`src/rtl/dg_sync_tx.sv`:
```
// dg_sync_tx: clocked sender for one node's dual-rail (e1of2 x W) injection port.
// Words from a valid/ready source are queued in a small FIFO. Each word is then driven
// onto the rails with a 4-phase return-to-null handshake against the receiver enable tx_e.
module dg_sync_tx #(
  parameter int W     = 11,
  parameter int DEPTH = 4,
  parameter int CNT_W = 16,
  parameter int SYNC  = 2
) (
  input  logic             clk,
  input  logic             rst,
  input  logic             in_valid,
  output logic             in_ready,
  input  logic [W-1:0]     in_data,
  output logic [W-1:0]     tx_d0,
  output logic [W-1:0]     tx_d1,
  input  logic             tx_e,
  output logic             busy,
  output logic [CNT_W-1:0] sent_count
);

  localparam int AW = (DEPTH > 1) ? $clog2(DEPTH) : 1;
  localparam logic [AW:0] FULL_CNT = (AW+1)'(DEPTH);

  typedef enum logic [1:0] {
    ST_IDLE = 2'd0,
    ST_DATA = 2'd1,
    ST_NULL = 2'd2
  } state_t;

  state_t        state;
  logic [W-1:0]  mem [DEPTH];
  logic [AW-1:0] wr_ptr;
  logic [AW-1:0] rd_ptr;
  logic [AW:0]   count;
  logic [SYNC-1:0] e_sync;
  logic          e_s;
  logic          full;
  logic          empty;
  logic          push;
  logic          pop;

  // Rail pair for one word in the data phase: rail-1 carries the bit, rail-0 its complement.
  function automatic logic [2*W-1:0] encode_rails(input logic [W-1:0] w);
    return {w, ~w};
  endfunction

  assign full     = (count == FULL_CNT);
  assign empty    = (count == '0);
  assign in_ready = !full;
  assign push     = in_valid && !full;
  // Pop only from stored entries; a word pushed this edge is seen by the FSM next edge.
  assign pop      = (state == ST_IDLE) && e_s && !empty;
  assign e_s      = e_sync[SYNC-1];
  assign busy     = (state != ST_IDLE) || !empty;

  // Synchronise the asynchronous receiver enable into the clock domain.
  always_ff @(posedge clk or posedge rst) begin
    if (rst) begin
      e_sync <= '0;
    end else begin
      e_sync <= {e_sync[SYNC-2:0], tx_e};
    end
  end

  // FIFO storage; contents are qualified by count, so no reset is needed here.
  always_ff @(posedge clk) begin
    if (push) begin
      mem[wr_ptr] <= in_data;
    end
  end

  // FIFO pointers and occupancy; pointers wrap naturally since DEPTH is a power of 2.
  always_ff @(posedge clk or posedge rst) begin
    if (rst) begin
      wr_ptr <= '0;
      rd_ptr <= '0;
      count  <= '0;
    end else begin
      if (push) wr_ptr <= wr_ptr + AW'(1);
      if (pop)  rd_ptr <= rd_ptr + AW'(1);
      case ({push, pop})
        2'b10:   count <= count + (AW+1)'(1);
        2'b01:   count <= count - (AW+1)'(1);
        default: count <= count;
      endcase
    end
  end

  // Handshake FSM with registered rails and completion counter.
  always_ff @(posedge clk or posedge rst) begin
    if (rst) begin
      state      <= ST_IDLE;
      tx_d0      <= '0;
      tx_d1      <= '0;
      sent_count <= '0;
    end else begin
      case (state)
        ST_IDLE: begin
          if (pop) begin
            {tx_d1, tx_d0} <= encode_rails(mem[rd_ptr]);
            state          <= ST_DATA;
          end else begin
            tx_d0 <= '0;
            tx_d1 <= '0;
          end
        end
        ST_DATA: begin
          // Receiver dropping enable acknowledges the data phase.
          if (!e_s) begin
            tx_d0      <= '0;
            tx_d1      <= '0;
            sent_count <= sent_count + CNT_W'(1);
            state      <= ST_NULL;
          end
        end
        ST_NULL: begin
          tx_d0 <= '0;
          tx_d1 <= '0;
          if (e_s) begin
            state <= ST_IDLE;
          end
        end
        default: begin
          tx_d0 <= '0;
          tx_d1 <= '0;
          state <= ST_IDLE;
        end
      endcase
    end
  end

endmodule

```
`config.mk`:
```
export PLATFORM = sky130hd
export DESIGN_NAME = dg_sync_tx
export DESIGN_NICKNAME = d
export VERILOG_FILES = /design/src/rtl/dg_sync_tx.sv
export SDC_FILE = /design/constraint.sdc
export NUM_CORES = 1
export LEC_CHECK = 0
export CAP_MARGIN = 20
export CORE_ASPECT_RATIO = 0.9
export CORE_MARGIN = 1
export CORE_UTILIZATION = 53
export CTS_CLUSTER_DIAMETER = 50
export DETAILED_ROUTE_END_ITERATION = 12
export MAX_ROUTING_LAYER = met4
export PLACE_DENSITY = 0.9
export SYNTH_ARGS = -nofsm -noshare
export SYNTH_HDL_FRONTEND = slang
export SYNTH_SLANG_ARGS = --single-unit
export TNS_END_PERCENT = 10
```
`constraint.sdc`:
```
create_clock -name clk -period 2.3 [get_ports clk]
set_input_delay 0.575 -clock clk [delete_from_list [all_inputs] [get_ports clk]]
set_output_delay 0.575 -clock clk [all_outputs]
set_load 0.1 [all_outputs]
```
run_1/clocks.png
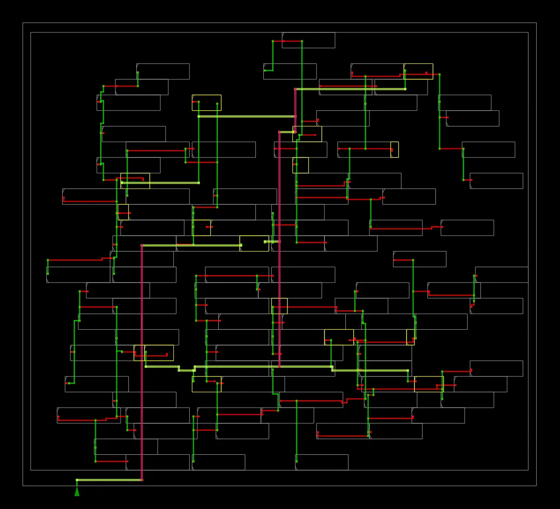
Setup Skew: 0.0102 ns
clkbuf count: 10
cts bufs inserted: 9
number of clock sinks: 93

run_1/io_placement.png
Pins as bars across the die edge, other pins in gray.
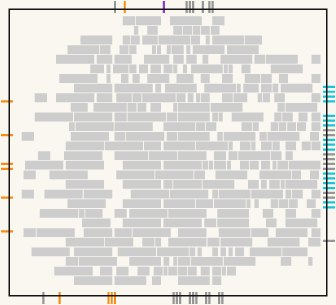
port	color	pins	direction	edge
sent_count	cyan	16	output	right
in_ready	purple	1	output	top
in_data	orange	11	input	6 left, 4 bottom, 1 top
all pins by edge	25 right, 15 bottom, 9 top, 6 left

run_1/flops_by_reg.png
Other sequential cells in the stronger gray, the rest of the logic in the fainter gray.
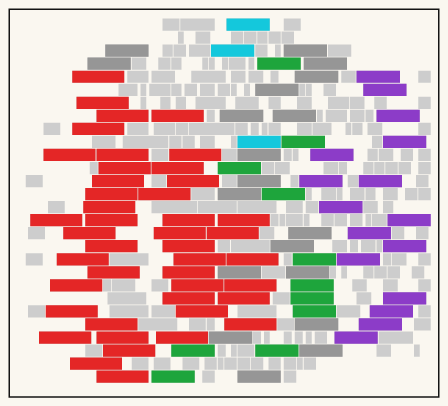
netlist name	color	flops
sent_count	purple	16
mem	red	44
tx_d1	green	11
count	cyan	3

==> flow_summary.yaml, run 1 <==
# physical design summary
route:
  drt_iter0_markers: 122
  first_pass_iters: 4
  highest_layer: "met4"
  routed_wl_um: 6280
  vias: 2081
worst_setup_path:
  cpMaxStageDelayCell: "dfrtp_1"
  rr_worst_depth: 10
  path_common_cell: "inv_1"
  rrSetupSlack_ns: 0.26
  r2r_start: "count[0]"
  worst_ep_arrival_time_ns: 2.32
  crit_path_max_fanout: 6
  crit_chain: "inv_1 > nand3_4 > and2_1 > inv_1 > ha_1 > inv_1 > fa_1 > xor2_1 > nor2_1 > xor2_1"
  crit_path_start_kind: "flop"
logic_synthesis:
  syn_area_per_cell_sq_um: 16.2
  synthMuxAreaShare_pct: 8.02
  top_cells_by_area: "edfxtp_1, dfrtp_1, mux4_2"
  yosys_cells: 224
  ys.flops: 93
  yosys.cell_count.top_type: "dfrtp_1"
  common_cells: "dfrtp_1, edfxtp_1, nand2_1, xnor2_1, o21ai_0"
  synth_area_leader_cell: "edfxtp_1"
finish:
  logic_gates: 114
  nNetsFinal: 312
  buffers: 64
  syn_to_final_growth_pct: 21.4
  design_area_sq_um: 4410
  largest_reg_flops: 44
placed_design:
  dp_hpwl_um: 4490
  dpl-instance-area_sq_um: 4250
timing:
  setup_viol: 0
  maxSlewHeadroom_pct: 46.8
  period_needed_ns: 2.04
  fin_ws_ns: 0.262
  hold_slack_ns: 0.360
floorplan:
  ios: 55
global_route:
  grt_max_degree: 50
  grt_pass1_wl_um: 10200
  first_global_vias: 2140
cts:
  cts-root-buf: "clkbuf_8"
  htree_levels: 3
  cts_hold_buf: 0
run_status:
  status: "completed"
flow_run:
  maxCapViolCount: 0
run_1/logic_types.png
Bar = 20 um.
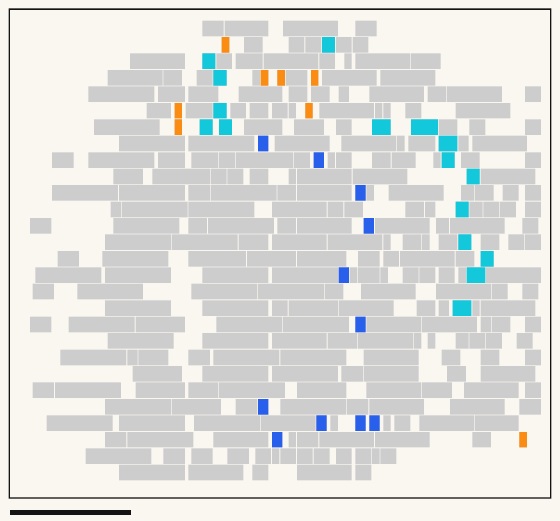

==> run 2, diff against run 1 <==
--- a/config.mk
+++ b/config.mk
@@ -6,7 +6,6 @@
 export NUM_CORES = 1
 export LEC_CHECK = 0
 export CAP_MARGIN = 20
-export CORE_ASPECT_RATIO = 0.9
 export CORE_MARGIN = 1
 export CORE_UTILIZATION = 53
 export CTS_CLUSTER_DIAMETER = 50
run_2/logic_types.png
Bar = 20 um.
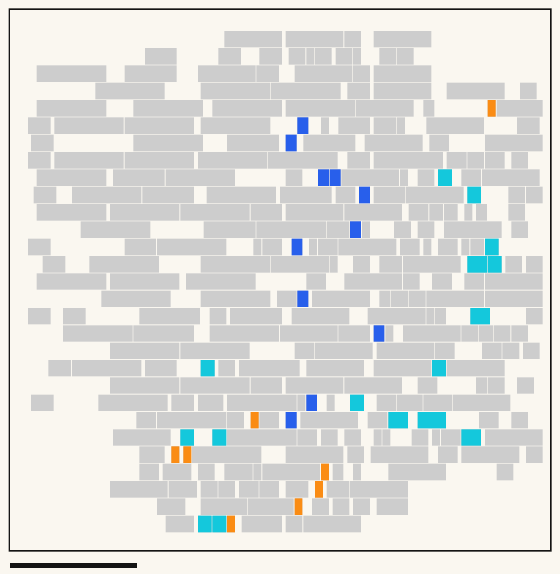
family	color	cells
inverting AOI/OAI gates	blue	11
AND and OR gates	cyan	16
inverters	orange	8

==> run 2 against run 1 <==
Against the previous run: the run now ends with design-rule violations left; sequential cell count stayed put; setup slack gained 0.0049 ns; sequential share of layout area shrank 0.49 points; hold slack got worse by 0.0041 ns; area after synthesis did not move; synthesized cell count stayed put; clock-buffer cell count is 1 lower; register-to-register slack barely moved; critical path type unchanged; die size is essentially flat.
==> flow_summary.yaml, run 2 <==
# physical design summary
finish:
  syn_to_final_growth_pct: 22.4
  nClkBuffers: 9
  nNetsFinal: 311
  largest_reg_flops: 44
  buffers: 63
  logic_gates: 114
cts:
  htree_levels: 3
  cts_buffers: 9
  clock-sinks: 93
  cts_hold_buf: 0
worst_setup_path:
  crit_path_max_fanout: 6
  path_common_cell: "inv_1"
  crit_path_start_kind: "flop"
  cpMaxStageDelayCell: "dfrtp_1"
  rr_worst_depth: 10
  worst_ep_arrival_time_ns: 2.32
run_status:
  violations: "design-rule violations"
  status: "complete, but fails checks"
global_route:
  grt_max_degree: 50
  first_global_vias: 2160
timing:
  finalClockSkew_ns: 0.00854
  fin_ws_ns: 0.267
  hold_viol_final: 0
  maxSlewHeadroom_pct: 47.9
  setup_viol: 0
  period_needed_ns: 2.03
route:
  highest_layer: "met4"
  first_pass_iters: 9
  wl_met3_um: 340
  routed_wl_um: 6420
  wl_met1_um: 2850
  vias: 2029
  drc_errors: 7
placed_design:
  dpl-instance-area_sq_um: 4220
  dp_hpwl_um: 4420
logic_synthesis:
  yosys.cell_count.top_type: "dfrtp_1"
  top_cells_by_area: "edfxtp_1, dfrtp_1, mux4_2"
  common_cells: "dfrtp_1, edfxtp_1, nand2_1, xnor2_1, o21ai_0"
  yosys_cells: 224
  synthMuxAreaShare_pct: 8.02
  synth_area_leader_cell: "edfxtp_1"
flow_run:
  maxCapViolCount: 0
